==> src/rtl/wide_add_sequencer.sv <==
// Multi-word add/subtract sequencer: one WORD_W-bit adder is reused across WORDS
// slices, LSW first, with a registered carry between slices.
module wide_add_sequencer #(
  parameter int WORDS  = 4,
  parameter int WORD_W = 32
) (
  input  logic                    clk,
  input  logic                    rst_n,
  input  logic                    in_valid,
  output logic                    in_ready,
  input  logic [WORDS*WORD_W-1:0] op_a,
  input  logic [WORDS*WORD_W-1:0] op_b,
  input  logic                    op_cin,
  input  logic                    op_sub,
  output logic                    out_valid,
  input  logic                    out_ready,
  output logic [WORDS*WORD_W-1:0] res,
  output logic                    cout,
  output logic                    overflow,
  output logic                    busy
);

  localparam int CNT_W = $clog2(WORDS);

  typedef enum logic [1:0] {
    IDLE = 2'd0,
    RUN  = 2'd1,
    DONE = 2'd2
  } state_t;

  state_t                         state_r;
  state_t                         state_next_s;
  logic [WORDS-1:0][WORD_W-1:0]   a_r;
  logic [WORDS-1:0][WORD_W-1:0]   b_r;
  logic [WORDS-1:0][WORD_W-1:0]   res_r;
  logic [CNT_W-1:0]               cnt_r;
  logic                           carry_r;
  logic                           cout_r;
  logic                           ovf_r;
  logic                           in_ready_r;
  logic                           out_valid_r;
  logic                           busy_r;
  logic                           in_ready_nxt_s;
  logic                           out_valid_nxt_s;
  logic                           busy_nxt_s;
  logic [WORD_W:0]                sum_s;
  logic                           last_word_s;

  assign last_word_s = (cnt_r == CNT_W'(WORDS - 1));

  // Shared adder slice for the word selected by the counter.
  always_comb begin
    sum_s = {1'b0, a_r[cnt_r]} + {1'b0, b_r[cnt_r]} + {{WORD_W{1'b0}}, carry_r};
  end

  // State register plus registered handshake/status outputs.
  always_ff @(posedge clk) begin
    if (!rst_n) begin
      state_r     <= IDLE;
      in_ready_r  <= 1'b1;
      out_valid_r <= 1'b0;
      busy_r      <= 1'b0;
    end else begin
      state_r     <= state_next_s;
      in_ready_r  <= in_ready_nxt_s;
      out_valid_r <= out_valid_nxt_s;
      busy_r      <= busy_nxt_s;
    end
  end

  // Next-state logic.
  always_comb begin
    state_next_s = state_r;
    case (state_r)
      IDLE: begin
        if (in_valid) state_next_s = RUN;
        else          state_next_s = IDLE;
      end
      RUN: begin
        if (last_word_s) state_next_s = DONE;
        else             state_next_s = RUN;
      end
      DONE: begin
        if (out_ready) state_next_s = IDLE;
        else           state_next_s = DONE;
      end
      default: state_next_s = IDLE;
    endcase
  end

  // Output decode of the upcoming state, registered above.
  always_comb begin
    in_ready_nxt_s  = 1'b0;
    out_valid_nxt_s = 1'b0;
    busy_nxt_s      = 1'b0;
    case (state_next_s)
      IDLE: begin
        in_ready_nxt_s = 1'b1;
      end
      RUN: begin
        busy_nxt_s = 1'b1;
      end
      DONE: begin
        busy_nxt_s      = 1'b1;
        out_valid_nxt_s = 1'b1;
      end
      default: begin
        in_ready_nxt_s = 1'b1;
      end
    endcase
  end

  // Operand capture and word-serial accumulation into the result.
  always_ff @(posedge clk) begin
    if (!rst_n) begin
      a_r     <= '0;
      b_r     <= '0;
      res_r   <= '0;
      cnt_r   <= '0;
      carry_r <= 1'b0;
      cout_r  <= 1'b0;
      ovf_r   <= 1'b0;
    end else begin
      case (state_r)
        IDLE: begin
          if (in_valid) begin
            a_r     <= op_a;
            b_r     <= op_sub ? ~op_b : op_b;
            carry_r <= op_sub ? 1'b1 : op_cin;
            cnt_r   <= '0;
          end
        end
        RUN: begin
          res_r[cnt_r] <= sum_s[WORD_W-1:0];
          carry_r      <= sum_s[WORD_W];
          cnt_r        <= cnt_r + CNT_W'(1);
          // Signed overflow: like-signed operands produced an opposite-signed sum.
          if (last_word_s) begin
            cout_r <= sum_s[WORD_W];
            ovf_r  <= (a_r[cnt_r][WORD_W-1] == b_r[cnt_r][WORD_W-1]) &&
                      (sum_s[WORD_W-1] != a_r[cnt_r][WORD_W-1]);
          end
        end
        default: begin
        end
      endcase
    end
  end

  assign in_ready  = in_ready_r;
  assign out_valid = out_valid_r;
  assign busy      = busy_r;
  assign res       = res_r;
  assign cout      = cout_r;
  assign overflow  = ovf_r;

endmodule

==> config.mk <==
export PLATFORM = sky130hd
export DESIGN_NAME = wide_add_sequencer
export DESIGN_NICKNAME = d
export VERILOG_FILES = /design/src/rtl/wide_add_sequencer.sv
export SDC_FILE = /design/constraint.sdc
export NUM_CORES = 1
export LEC_CHECK = 0
export ABC_AREA = 1
export CAP_MARGIN = 0
export CELL_PAD_IN_SITES_DETAIL_PLACEMENT = 1
export CELL_PAD_IN_SITES_GLOBAL_PLACEMENT = 1
export CORE_MARGIN = 2
export CORE_UTILIZATION = 37
export DETAILED_ROUTE_END_ITERATION = 10
export PLACE_DENSITY = 0.79
export SYNTH_ARGS = -nofsm -noshare
export SYNTH_HDL_FRONTEND = slang
export SYNTH_SLANG_ARGS = --single-unit
==> constraint.sdc <==
create_clock -name clk -period 3.7 [get_ports clk]
set_input_delay 0.555 -clock clk [delete_from_list [all_inputs] [get_ports clk]]
set_output_delay 0.555 -clock clk [all_outputs]
set_load 0.03 [all_outputs]
Run 1, M1 wires:
The bar under the picture is 50 um long.
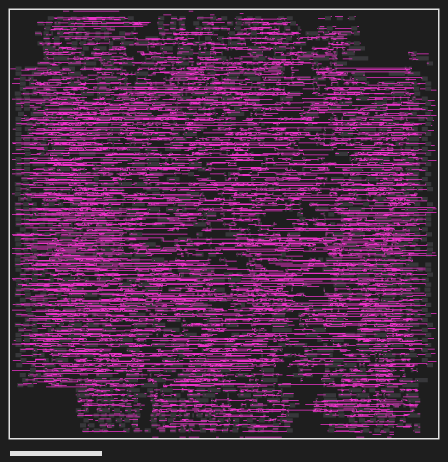
main direction	horizontal
longest straight run	78.7 um
share of all routed wire	46%

Run 1, routed metal, one color a layer:
The bar under the picture is 50 um long. Two of the layers only.
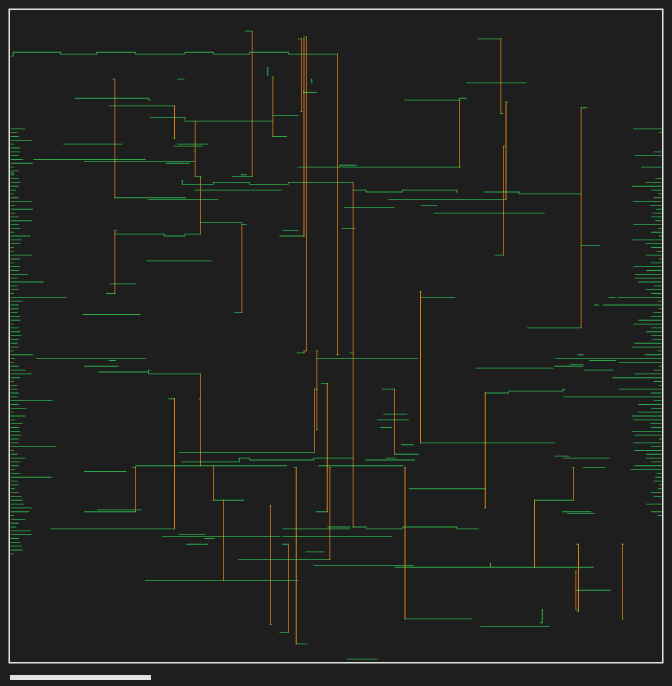
layer	color	wire length
metal 4	orange	1530 um
metal 3	green	3170 um
DR WL/cell: 19.7 um
DR vias: 18783
total track usage: 26.0%

==> results.txt, run 1 <==
flow finished, numbers: Tcrit/Tclk final 94.0%, comb area leader AND-OR/OR-AND gates, Compound-Gate Fraction of Synth Area 21.7%, worst slew pin tran 1090 ps, Synth Area per Inst 7.34 sq um, Power, Total 12500 uW, critical path depth 14, Worst setup EP type register, worst r2r src cnt_r[0], Core Region 51300 sq um, Placed Instance Area 23700 sq um, Max IR drop VDD 0.000344 V, Synth Area in Adders 2.56%, P_clk 4380 uW, RSZ-0062 raised after global routing no, final setup violation count 0, most used logic cell in the final layout nor2_1, Synth area leader dfxtp_1, ys flops 394, number of synthesis warnings 0, Signal buffers 436, tool warnings 33, Worst Reg2Reg Path Length in Cells 14, vias in the first global route 19389, Starting DRT DRC Count 1009, crit-path leading delay family simple AND/OR/NAND/NOR gates, I/O Pins 395, Post-synth EDFFs 0, WP data required 4160 ps, Root Driver clkbuf_16, max incr delay on CP 520 ps, FF/Latch Area 7890 sq um, Non-clock inverters 224, HP Class reg -> reg, row count 83, Comb pwr share 26.7%, ys cells 2611, clock network area share 5.71%, # fillers 6353, Non-clock buffering overhead 17.6%, critical path cell sequence inv_4 -> buf_4 -> o21ai_0 -> o22ai_1 -> ha_1 -> nand2_1 -> nor2_1 -> nand2_1 -> nor3_1 -> nand2_1 -> nand3_1 -> nand3_1 -> nand2_1 -> inv_1, CP startpoint kind register, final hold slack 469 ps, crit path to res[25], largest net degree at the start of global routing 130, Slew HR 27.1%, number of port buffers 394, top cell category combinational gates, Arr. time, crit path 3940 ps, most frequent cells after synthesis nor2_1, dfxtp_1, o21ai_0, nand2_1, inv_1, met3 WL post-DR 3.17 mm, Setup Fix Bufs, Post-CTS 0, mean number of vias per cell 5.17, H-tree depth 2, Metal-1 WL 33.1 mm, yosys simple share 19.6%, Flops 394, mapped cell area 19200 sq um, Top cell by count, worst path nand2_1, run status complete, no violations, die width 232 um, Unique cell types 36, Nets 3213, min cycle time layout 3480 ps, register share of the cell area 31.4%, internal power 8340 uW, DRC viols 0, GPL Wtd Cong 0.848, met1 Use GR 34.6%, Seq. pwr 4780 uW, ratio of cells with drive above 1 in the final layout 4.54%, global-route wire length before repair 109 mm, FP Util 37.4%, CTS tree done, highest-power group registers, sw frac 33.2%, clk_skew 21.8 ps, Hold Path Cell Cnt 2, Gate Count Post-Synth 2611, CP bufs+invs 3, GR peak layer met2, Reg power frac 38.3%
Run 1, wiring heat map:
23 x 23 tiles, from white (low) to dark blue (high), scaled to the fullest tile. Values are wire area over tile area, all layers added.
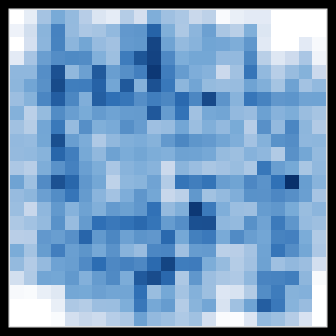
mean over tiles	0.21
nearly empty tiles	4.2%
emptiest ninth of the die	top right
drt total wl: 71.5 mm

==> run 2, diff against run 1 <==
CORE_UTILIZATION = 46   (was 37)
DONT_BUFFER_PORTS = 1   (was default)
Run 2, wiring heat map:
21 x 21 tiles, from white (low) to dark blue (high), scaled to the fullest tile. Values are wire area over tile area, all layers added.
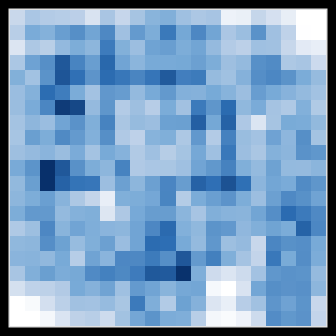
nearly empty tiles	1.8%
fullest tile	0.52
tiles over half the peak	42%
mean over tiles	0.25
total track usage: 29.3%
drt total wl: 65.5 mm
DR WL/cell: 21.3 um
DR vias: 17195

Run 2, close-up of the layout:
The bar under the picture is 5 um long. Region (146, 146) to (166, 166) um. Cells in gray, sequential cells in the stronger gray; small squares are vias.
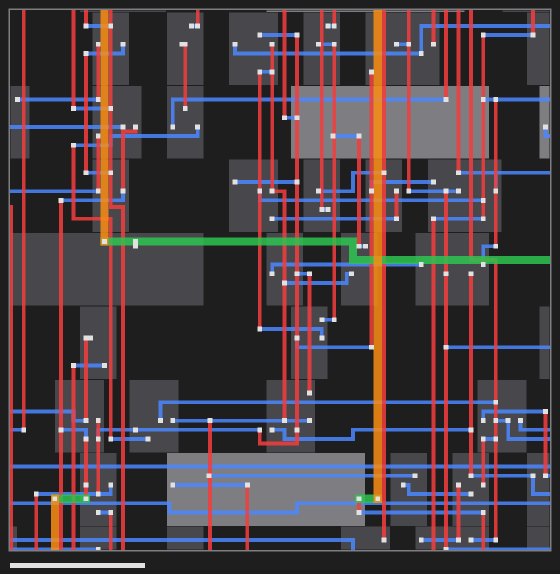
layer	color
metal 4	orange
metal 3	green
metal 1	blue
metal 2	red
most frequent	nand2_1 (8), inv_1 (7), nand3_1 (7)
netlist names of flops here include	res (2)
sequential cells in the window	2
cells with their middle in the window	28

==> run 2 against run 1 <==
Against the previous run: cell count is 15% lower; die area decreased by 19%; combinational power fell by 23%; non-clock buffer count down 408; fmax grew 0.36%; via count fell by 8.5%; worst hold slack worse by 350 ps; routed wire length shrank 8.3%; critical path depth is 3 higher; count of clock-buffer cells in the layout is 8 lower; worst setup slack improved by 12 ps; final area is 17% lower.
==> results.txt, run 2 <==
flow finished, numbers: worst r2r src cnt_r[0], Metal-1 WL 29.5 mm (-11%), logic share of the area 46.6%, Antenna diodes 11, Worst setup EP type register, Arr. time, crit path 3940 ps (about the same), met3 WL post-DR 4.07 mm (+28%), Non-clock buffering overhead 1.43% (-16 points), CTS tree done, critical path depth 17 (+3), clock network area share 6.54% (+0.83 points), Max IR drop VDD 0.000295 V (-14%), final hold slack 114 ps (-355 ps), final instance area 20800 sq um, Unique cell types 36 (unchanged), Starting DRT DRC Count 1196 (+19%), H-tree depth 2 (unchanged), crit-path leading delay family simple AND/OR/NAND/NOR gates, Max Buffers Root-to-Sink 3, CP startpoint kind register, Core Region 41000 sq um (-20%), internal power 7800 uW (-6.5%), Tcrit/Tclk final 93.7% (-0.33 points), RSZ-0062 raised after global routing no, ratio of cells with drive above 1 in the final layout 4.58% (+0.037 points), DRC viols 0 (unchanged), WP data required 4170 ps (about the same), Non-clock inverters 224 (unchanged), max incr delay on CP 540 ps (+20 ps), comb area leader AND-OR/OR-AND gates, Signal buffers 28 (-94%), placed insts 2991, Comb pwr share 22.0% (-4.7 points), cts-stage hold buffer count 0, final setup violation count 0 (unchanged), critical path cell sequence buf_12 -> o21ai_0 -> o22ai_1 -> fa_1 -> fa_1 -> nand2_1 -> nand2_1 -> nand3b_1 -> nand2_1 -> nand3_1 -> nand2_1 -> nand2_1 -> nand2_1 -> nand2_1 -> nand3_1 -> nand2_1 -> inv_1, vias in the first global route 17368 (-10%), die width 208 um (-10%), most used logic cell in the final layout nor2_1, Top cell by count, worst path nand2_1, Placed Instance Area 19400 sq um (-18%), number of port buffers 0 (-100%), row count 74 (-11%), mapped cell area 19200 sq um (unchanged), sw frac 33.5% (+0.31 points), Compound-Gate Fraction of Synth Area 21.7% (unchanged), HP Class in -> reg, top cell category combinational gates, Flops 394 (unchanged), Post-synth EDFFs 0 (unchanged), Final TNS setup 0 ps, Worst Reg2Reg Path Length in Cells 17 (+3), min cycle time layout 3470 ps (-12.3 ps), Synth Area per Inst 7.34 sq um (unchanged), Reg power frac 41.9% (+3.6 points), largest net degree at the start of global routing 251 (+93%), tool warnings 38 (+15%), ys flops 394 (unchanged), Gate Count Post-Synth 2611 (unchanged), I/O Pins 395 (unchanged), Slew HR 38.2% (+11 points), clk_skew 13.8 ps (-7.94 ps), Seq. pwr 4920 uW (+3%), mean number of vias per cell 5.59 (+8.1%), most frequent cells after synthesis nor2_1, dfxtp_1, o21ai_0, nand2_1, inv_1, highest-power group registers, met1 Use GR 38.3% (+3.6 points), mux frac, synth 0%, GR peak layer met2, Power, Total 11700 uW (-6.1%), register share of the cell area 38.0% (+6.6 points), FF/Latch Area 7890 sq um (unchanged), Synth Area in Adders 2.56% (unchanged), Nets 2805 (-13%), Final Util 50.6%, run status complete, no violations, Synth area leader dfxtp_1, # fillers 5147 (-19%), Root Driver clkbuf_16, CP bufs+invs 2 (-1), FP Util 46.7% (+9.4 points), number of synthesis warnings 0 (unchanged), Hold Path Cell Cnt 2 (unchanged), Setup Fix Bufs, Post-CTS 0 (unchanged), global-route wire length before repair 99.8 mm (-8.5%), GPL Wtd Cong 0.917 (+8.1%), worst slew pin tran 926 ps (-167 ps), crit path to res[62], ys cells 2611 (unchanged), yosys simple share 19.6% (unchanged), CTS clk-pin slew, worst paths 60 ps
Power is estimated from default activity; no workload was simulated.
